--- src/rtl/process_scheduler.sv ---
// process_scheduler
//   Round-robin process scheduler for the multi-process MIPS datapath.
//   Keeps the ready table, owns the running PID, decides when to preempt
//   (exit_proc > yield > timer_int > quantum expiry) and runs a req/ack
//   context-switch handshake with the PC/context-save logic. PID 0 is the
//   OS/BIOS process and is chosen whenever no user process is ready.
//
//   Optional feature macro: SCHED_QUANTUM_EN
//     defined   : quantum register, instruction counter and expiry event
//     undefined : quantum_we/quantum_in/step unused, quantum_left tied to 0
//
//   Ports
//     clock, reset          clock and synchronous active-high reset
//     step                  one instruction retired (quantum clock-enable)
//     timer_int, yield      preemption requests
//     exit_proc             running process halted; its ready bit is cleared
//     set_ready/set_pid/set_val  ready-table write port (bit 0 is fixed at 1)
//     quantum_we/quantum_in quantum register write (0 disables expiry)
//     switch_ack            datapath finished saving the old context
//     cur_pid, next_pid     running PID / switch target (valid with switch_req)
//     switch_req            context switch requested
//     ready_mask            ready table
//     quantum_left          remaining slice
module process_scheduler #(
  parameter int          NPROC       = 8,
  parameter int          PID_W       = 3,
  parameter logic [15:0] QUANTUM_DEF = 16'd64
) (
  input  logic             clock,
  input  logic             reset,
  input  logic             step,
  input  logic             timer_int,
  input  logic             yield,
  input  logic             exit_proc,
  input  logic             set_ready,
  input  logic [PID_W-1:0] set_pid,
  input  logic             set_val,
  input  logic             quantum_we,
  input  logic [15:0]      quantum_in,
  input  logic             switch_ack,
  output logic [PID_W-1:0] cur_pid,
  output logic [PID_W-1:0] next_pid,
  output logic             switch_req,
  output logic [NPROC-1:0] ready_mask,
  output logic [15:0]      quantum_left
);

  typedef enum logic [1:0] {RUN, PICK, REQ} state_t;

  state_t           state;
  logic [PID_W-1:0] winner;
  logic [NPROC-1:0] ready_nxt;
  logic             expire;
  logic             sched_event;

  // Round-robin scan starting just after cur_pid; the last index visited is
  // cur_pid itself, so a lone ready current process re-selects itself.
  // NPROC is a power of two, so PID_W-bit addition wraps naturally.
  function automatic logic [PID_W-1:0] pick_next(input logic [NPROC-1:0] rdy,
                                                 input logic [PID_W-1:0] cur);
    logic [PID_W-1:0] idx;
    logic             found;
    pick_next = '0;
    found     = 1'b0;
    for (int i = 1; i <= NPROC; i++) begin
      idx = cur + PID_W'(i);
      if (!found && (idx != '0) && rdy[idx]) begin
        pick_next = idx;
        found     = 1'b1;
      end
    end
  endfunction

  assign winner = pick_next(ready_mask, cur_pid);

  // All event sources lead to the same PICK step; priority only matters for
  // exit_proc, whose ready-bit clear is handled in the ready-table update.
  assign sched_event = (state == RUN) && (exit_proc || yield || timer_int || expire);

  // Ready table: writes accepted in any state, exit_proc overrides a
  // same-cycle write to cur_pid, bit 0 is pinned high.
  always_comb begin
    ready_nxt = ready_mask;
    if (set_ready)
      ready_nxt[set_pid] = set_val;
    if ((state == RUN) && exit_proc)
      ready_nxt[cur_pid] = 1'b0;
    ready_nxt[0] = 1'b1;
  end

  always_ff @(posedge clock) begin
    if (reset)
      ready_mask <= NPROC'(1);
    else
      ready_mask <= ready_nxt;
  end

  // Scheduler FSM: RUN -> PICK -> (RUN | REQ -> RUN)
  always_ff @(posedge clock) begin
    if (reset) begin
      state      <= RUN;
      cur_pid    <= '0;
      next_pid   <= '0;
      switch_req <= 1'b0;
    end else begin
      case (state)
        RUN: begin
          if (sched_event)
            state <= PICK;
        end
        PICK: begin
          if (winner == cur_pid) begin
            state <= RUN;
          end else begin
            next_pid   <= winner;
            switch_req <= 1'b1;
            state      <= REQ;
          end
        end
        REQ: begin
          // next_pid stays frozen; later ready-table changes cannot abort.
          if (switch_ack) begin
            cur_pid    <= next_pid;
            switch_req <= 1'b0;
            state      <= RUN;
          end
        end
        default: state <= RUN;
      endcase
    end
  end

`ifdef SCHED_QUANTUM_EN
  logic [15:0] quantum_reg;
  logic [15:0] quantum_cnt;
  logic        reload;

  assign reload       = ((state == PICK) && (winner == cur_pid)) ||
                        ((state == REQ) && switch_ack);
  // A zero counter never expires, which is how quantum 0 disables preemption.
  assign expire       = step && (quantum_cnt == 16'd1);
  assign quantum_left = quantum_cnt;

  // New quantum values take effect only at the next reload.
  always_ff @(posedge clock) begin
    if (reset) begin
      quantum_reg <= QUANTUM_DEF;
      quantum_cnt <= QUANTUM_DEF;
    end else begin
      if (quantum_we)
        quantum_reg <= quantum_in;
      if (reload)
        quantum_cnt <= quantum_reg;
      else if ((state == RUN) && step && (quantum_cnt != 16'd0))
        quantum_cnt <= quantum_cnt - 16'd1;
    end
  end
`else
  logic unused_quantum;

  assign unused_quantum = ^{step, quantum_we, quantum_in};
  assign expire         = 1'b0;
  assign quantum_left   = 16'd0;
`endif

endmodule
--- config.mk ---
export PLATFORM = sky130hd
export DESIGN_NAME = process_scheduler
export DESIGN_NICKNAME = d
export VERILOG_FILES = /design/src/rtl/process_scheduler.sv
export SDC_FILE = /design/constraint.sdc
export NUM_CORES = 1
export LEC_CHECK = 0
export ABC_AREA = 1
export CAP_MARGIN = 10
export CORE_MARGIN = 1
export CORE_UTILIZATION = 43
export DETAILED_ROUTE_END_ITERATION = 16
export PLACE_DENSITY = 0.76
export SYNTH_ARGS = -nofsm -noshare
export SYNTH_HDL_FRONTEND = slang
export SYNTH_SLANG_ARGS = --single-unit
--- constraint.sdc ---
create_clock -name clock -period 3.2 [get_ports clock]
set_clock_uncertainty 0.15 [all_clocks]
set_input_delay 0.64 -clock clock [delete_from_list [all_inputs] [get_ports clock]]
set_output_delay 0.64 -clock clock [all_outputs]
set_load 0.01 [all_outputs]
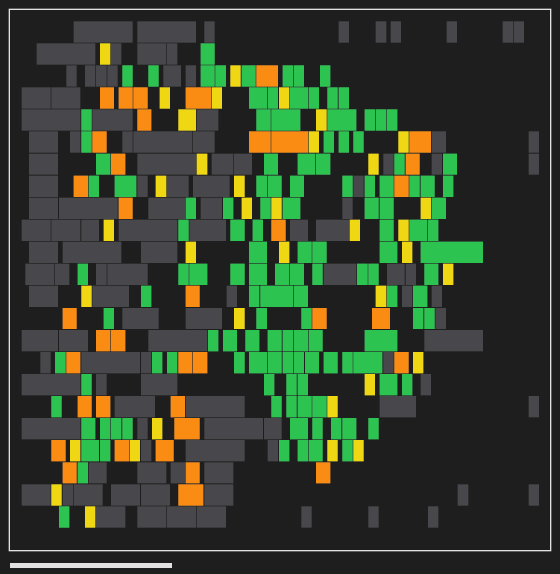
*Gate families picked out, run 1*
Bar = 20 um.
legend:
  orange:
    family: inverting AOI/OAI gates
    cells: 37
    most_used: o21ai_0
  green:
    family: NAND gates
    cells: 131
    most_used: nand2_1
  yellow:
    family: inverters
    cells: 36
    most_used: inv_1
most common logic cell in the routed design: nand2_1
Layout Cells excl Fill: 369

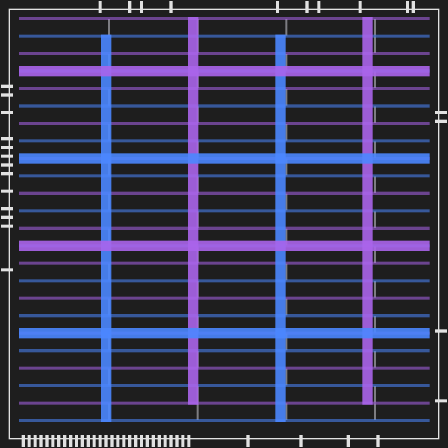
*PDN straps and rails, run 1*
Pins as bars on the die edge. Tap cells in gray.
legend:
  blue:
    net: VSS
  purple:
    net: VDD
met1 rails: 24
tap cells: 50
die height: 66.62 um
core area: 0.004000 mm2
worst vdd ir: 0.0004691 V
die width: 66.62 um

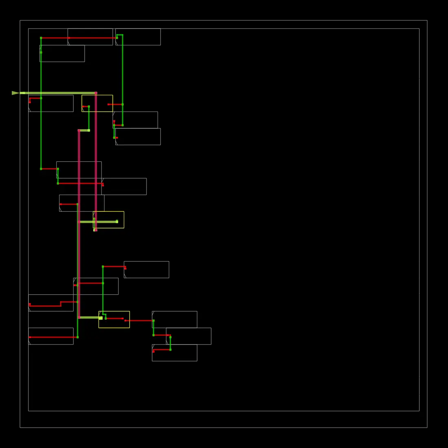
*Clock routing, run 1*
Power Clock: 0.000152 W
Seq cells: 16
total CTS buffers: 3
Late-Pin Clk Latency: 0.25 ns

==> CHANGELOG.md, run 1 <==
### Changed

* Status: completed
* Seq cells post-synth at 16
* Crit path capture: next_pid[2]
* PD cells at about 730 mW/mm2
* Vias in the first global route at between 1500 and 2000
* # hold bufs at CTS at 0
* CTS tree: built
* Critical path capture point type: flip-flop
* Overflow after GRT at 0
* Startpoint types: flip-flop
* Ys cells at just under 300
* # setup viols final at 0
* Critical path class: reg -> reg
* CP startpoint: cur_pid[0]
* Critical R2R Capture: next_pid[2]
* Io pins at approximately 60
* DP Wirelength at 3.360 mm
* Max stage delay on crit path at about 0.45 ns
* Crit-path cells: inv_4, ha_1, inv_2, o21ai_1, nand2_1, nand2_2, nand2_4, nor2_8, nand4_4, nor2_2, nand2_1, nand2_1, nand2_1, nand3_1, nand3_2, o21ai_2, nand2_1, nand2_1, nor2_1
* CP max-delay cell: ha_1
* Sequential power share at 0.171
* Iteration-0 DRC Markers at 103
* Post-CTS setup buffer count at 0
* Clock share of power at 0.100
* Post-Syn Instances at 293
* Reg2reg setup slack at roughly 0.28 ns
* Tool Warnings at 52
* Syn Area/Cell at about 6.1 um2
* Synth-to-layout area growth at 15.40%
* Most frequent CP cell: nand2_1
* Cycle use final at 0.9130
* Area share, top type at 0.1784
* Via count at approximately 1900
* Final Max Slew Viols at 0
* DRT antenna net count at 0
* DRT Pass-1 Iters at 5
* Drt wl/cell at between 10 and 15 um
* Residual DRC count at 0
* Vias/cell at between 5 and 6
* Routed WL at 4.340 mm
* Top cells by count, synth: nand2_1 (73), nand3_1 (38), nor2_1 (27)
* Cell row count at 23
* Internal Power at between 0.0007 and 0.0008 W
* Min Tclk post-route at between 2 and 3 ns
* Leak at around 0.95 nW
* Main area contributors: dfxtp_1 (18%), nand2_1 (15%), nand3_1 (11%)
* Fin util at 0.5180
* Yosys warning count at 0
* CTS clock-pin slew for the worst setup and hold paths at around 0.060 ns
* Total Routing Usage GR at 0.2179
* Fmax achieved at ~0.34 GHz
* Required @ worst endpoint at 3.20 ns
* H-tree depth at 1
* Dominant flop cell: dfxtp_1
* Sink Count at 16
* Largest net degree at the start of global routing at 22
* Nets at approximately 360
* First-pass GRT wire length at 7.493 mm
* Crit path DAT at 2.92 ns
* Reg2Reg Launch Point: cur_pid[0]
* Yosys cell types at 34
* Max-Cap Viols at 0
* Mapped Area at 0.001795 mm2
* # resized after CTS at 0
* Yosys top cell by instances: nand2_1
* Yosys chip area at 0.001795 mm2
* Hold crit path type: reg -> reg
* N_diodes at 0
* Max Buffers Root-to-Sink at 2
* Hold Vio Cnt, Final at 0
* Post-synth top area cell: dfxtp_1
* RD Place Congestion at about 0.85
## run 1: power by group through the flow
stage               Sequential (W)  Combinational (W)  Clock (W)
detailed placement        0.000262            0.00110          0
finish                    0.000259            0.00110   0.000152
floorplan                 0.000274           0.000873          0
CTS                       0.000258            0.00111   0.000153
global placement          0.000261            0.00109          0
global route              0.000262            0.00125   0.000161
## run 1: per-stage QoR
| stage | total power (W) | instance area (um2) | hold slack [ns] | instances | setup slack [ns] |
|---|---|---|---|---|---|
| global placement | 0.001348 | 2031 | 0.2873 | 366 | 0.3381 |
| CTS | 0.001519 | 2072 | 0.3038 | 369 | 0.2751 |
| finish | 0.001516 | 2072 | 0.3041 | 369 | 0.2783 |
| floorplan | 0.001147 | 1852 | 0.2700 | 308 | 0.1853 |
| global route | 0.001676 | 2072 | 0.3193 | 369 | 0.02762 |
| detailed placement | 0.001364 | 2031 | 0.2970 | 366 | 0.2942 |
## run 1: layout make-up
class                      instances  area, um2  area share
multi-input combinational        235       1232      0.5948
sequential                        16      320.3      0.1546
tap                               50      62.56     0.03019
inverter                          36      137.6     0.06643
clock buffer                       3      41.29     0.01993
timing repair buffer              29      277.8      0.1341
## run 1: state kept, by name, indices dropped and copies added (netlist names)
register and count:
next_pid 3, switch_req 1, ready_mask 7, state 2, cur_pid 3
## run 1: how the worst min path moves through the flow
stage             start  endpoint  slack, ns  depth (start not counted)
2_1_floorplan  state[0]  state[0]       0.27                          1
5_1_grt        state[0]  state[0]       0.32                          1
3_5_place_dp   state[0]  state[0]       0.30                          1
6_report       state[0]  state[0]       0.30                          1
3_3_place_gp   state[0]  state[0]       0.29                          1
4_1_cts        state[0]  state[0]       0.30                          1
## run 1: kinds of logic (layout without fill, tap and decap cells)
family,after synthesis,after routing,synth area share
AND-OR/OR-AND,37,37,0.1192
buffers and inverters,57,68,0.1666
other,2,17,0.004183
AND/OR/NAND/NOR,171,171,0.4620
adder cells (fa/ha/maj),10,10,0.06969
flip-flops,16,16,0.1784
## run 1: cell usage in the layout (no fill, tap or decap), types with 3 or more instances in the layout
master           count
a21oi_1              9
buf_4                5
clkbuf_8             3
clkdlybuf4s50_1     24
conb_1              17
dfxtp_1             16
ha_1                10
inv_1               26
inv_2                7
nand2_1             73
nand2_2              7
nand3_1             38
nand3_2              3
nand4_1              6
nor2_1              27
nor2_2               4
nor3_1               3
o21ai_0             15
o21ai_1              4
## run 1: worst max-delay path: cells and delay by family, from the launching register on
family,cells,cell delay [ns]
fa+ha+maj,1,0.45
simple gates,14,1.37
flops,1,0.37
buf+inv,2,0.16
compound gates,2,0.31
## run 1: layer usage
layer  vias up  GRT usage  share of wire
met5         -          0              0
met4         0    0.09043          0.015
met3         7    0.01884          0.046
met2        42     0.3826           0.49
met1       847     0.2684           0.45
li1        979          -              -
### Clock network drawn from the DEF, run 1

Bar = 20 um.
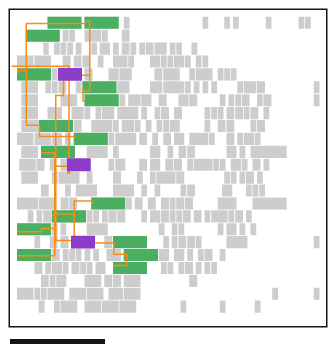

==> run 2, diff against run 1 <==
--- a/config.mk
+++ b/config.mk
@@ -7,10 +7,10 @@
 export LEC_CHECK = 0
 export ABC_AREA = 1
 export CAP_MARGIN = 10
-export CORE_MARGIN = 1
 export CORE_UTILIZATION = 43
 export DETAILED_ROUTE_END_ITERATION = 16
 export PLACE_DENSITY = 0.76
+export SETUP_SLACK_MARGIN = 0.1
 export SYNTH_ARGS = -nofsm -noshare
 export SYNTH_HDL_FRONTEND = slang
 export SYNTH_SLANG_ARGS = --single-unit
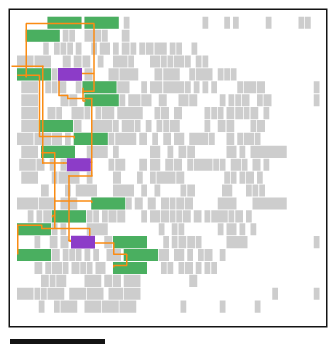
*Clock network drawn from the DEF, run 2*
Bar = 20 um.
legend:
  orange:
    item: clock wires
    length: 222 um
  purple:
    item: cells driving clock nets
    count: 3
  green:
    item: flip-flops
    count: 16
routed clock nets: 4
clock share of power: 0.100

==> CHANGELOG.md, run 2 <==
### Changed

* Residual DRC count at 0
* Required @ worst endpoint at about 3.2 ns
* Cycle use final at 0.8946
* Dominant logic cell types in the final layout: nand2_1 (73), nand3_1 (38), nor2_1 (27), inv_1 (26), clkdlybuf4s50_1 (24)
* Most common logic cell in the routed design: nand2_1
* Area share, top type at 0.1784
* IO buf count at 24
* RSZ-0062 raised after global routing: no
* Main area contributors: dfxtp_1 (18%), nand2_1 (15%), nand3_1 (11%)
* PD cells at about 730 mW/mm2
* Cell row count at 23
* Mux share at 0
* Yosys top cell by instances: nand2_1
* Post-synth top area cell: dfxtp_1
* Synth Area in XOR/XNOR at 0
* Setup Slack @ Placement at just under 0.3 ns
* Drt wl/cell at 11.83 um
* Routed WL at roughly 4.4 mm
* Max stage delay on crit path at between 0.4 and 0.5 ns
* Io pins at roughly 60
* Worst setup margin at around 0.34 ns
* Critical path capture point type: flip-flop
* DRT antenna net count at 0
* Core area at 0.004000 mm2
* # resized after CTS at 0
* Max-Cap Viols at 0
* Post-CTS setup buffer count at 0
* Vias in the first global route at about 1700
* Most frequent CP cell: nand2_1
* Main logic family: simple AND/OR/NAND/NOR gates
* Yosys cell types at 34
* Status: completed
* Tool Warnings at approximately 52
* Yosys warning count at 0
* Yosys chip area at 0.001795 mm2
* Hold Vio Cnt, Final at 0
* Fmax achieved at between 0.3 and 0.4 GHz
* Adder share at 0.06969
* Final total power at between 0.0015 and 0.002 W
* Syn Area/Cell at 6.128 um2
* Synth-to-layout area growth at 15.75%
* # hold bufs at CTS at 0
* Total CTS buffers at 3
* CTS tree: built
* Leak at approximately 0.95 nW
* Die height at 66.62 um
* Die width at roughly 67 um
* Startpoint types: flip-flop
* Largest regs: ready_mask x7, cur_pid x3, next_pid x3
* Fin util at 0.5196
* Max Buffers Root-to-Sink at 2
* Basic Gates by Area at 0.4620
* Max FFs per register at 7
* Dominant flop cell: dfxtp_1
* Critical path class: reg -> reg
* CP max-delay cell: ha_2
* N_diodes at 0
* Via count at 1862
* Min Tclk post-route at 2.863 ns
* Late-Pin Clk Latency at 0.25 ns
* CP Buf/Inv Count at 2
* Seq cells post-synth at 16
* Vias/cell at 5.046
* First-pass GRT wire length at 7.493 mm
* Overflow after GRT at 0
* Top cells by count, synth: nand2_1 (73), nand3_1 (38), nor2_1 (27)
* Ys cells at slightly below 300
* Critical path's top delay family: simple AND/OR/NAND/NOR gates
* Final Max Slew Viols at 0
* Worst hold start: state[0]
* Total Routing Usage GR at 0.2179
* Largest Register: ready_mask
* # setup viols final at 0
* Iteration-0 DRC Markers at just under 100
* Crit path DAT at between 2 and 3 ns
* DRT Pass-1 Iters at 4
* H-tree depth at 1
* CTS clock-pin slew for the worst setup and hold paths at about 0.06 ns
* Hold crit path type: reg -> reg
* Reg2Reg Launch Point: cur_pid[0]
* RD Place Congestion at about 0.85
* Sink Count at 16
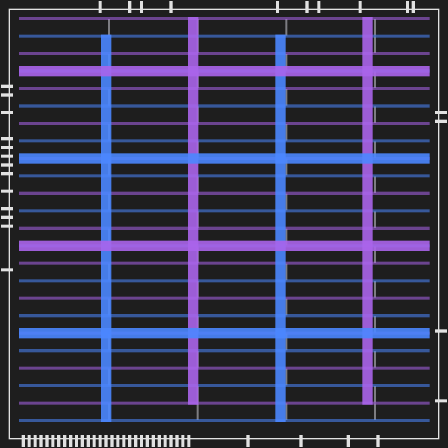
*PDN straps and rails, run 2*
Pins as bars on the die edge. Tap cells in gray.
legend:
  purple:
    net: VDD
  blue:
    net: VSS
met1 rails: 24
met4 straps: 4
worst vdd ir: 0.0004557 V

## run 2: cell counts in the layout (fill, tap and decap cells not counted)
No cell type changed its count.
## run 2: report_power, final
part           internal (W)  switching [W]
Clock             0.0000836      0.0000685
Sequential         0.000232      0.0000272
Combinational      0.000402       0.000705
Total              0.000718       0.000801
## run 2: cells by family (layout without fill, tap and decap cells)
group	after synthesis	in the layout
and+or+nand+nor	171	171
buffers and inverters	57	68
AOI/OAI and AO/OA	37	37
DFF	16	16
adders and majority gates	10	10
other	2	17
## run 2: final timing paths
kind / end / cells past startpoint / slack (ns)
setup reg to reg: next_pid[2] / 19 / 0.34
setup / recovery: next_pid[2] / 19 / 0.34
hold / removal: state[0] / 1 / 0.31
hold reg to reg: state[0] / 1 / 0.31
## run 2: metrics by stage
stage / hold slack, ns / instance area, um2 / instances
after floorplan: 0.2700 / 1852 / 308
after global placement: 0.2873 / 2031 / 366
after detailed placement: 0.2970 / 2031 / 366
after CTS: 0.3038 / 2072 / 369
after global routing: 0.3193 / 2078 / 369
final: 0.3051 / 2078 / 369
## run 2: area by class of cell
class | instances | area [um2] | share of cell area
Multi-Input combinational cell | 235 | 1235 | 0.5942
Sequential cell | 16 | 320.3 | 0.1541
Timing Repair Buffer | 29 | 281.5 | 0.1355
Inverter | 36 | 137.6 | 0.06623
Tap cell | 50 | 62.56 | 0.03010
Clock buffer | 3 | 41.29 | 0.01987
## run 2: routing by layer
metal	GRT usage	share of wire
met2	0.3826	0.49
met4	0.09043	0.010
met1	0.2684	0.46
met5	0	0
met3	0.01884	0.046
Power figures rest on the tool's default switching activity, not on a simulated workload.
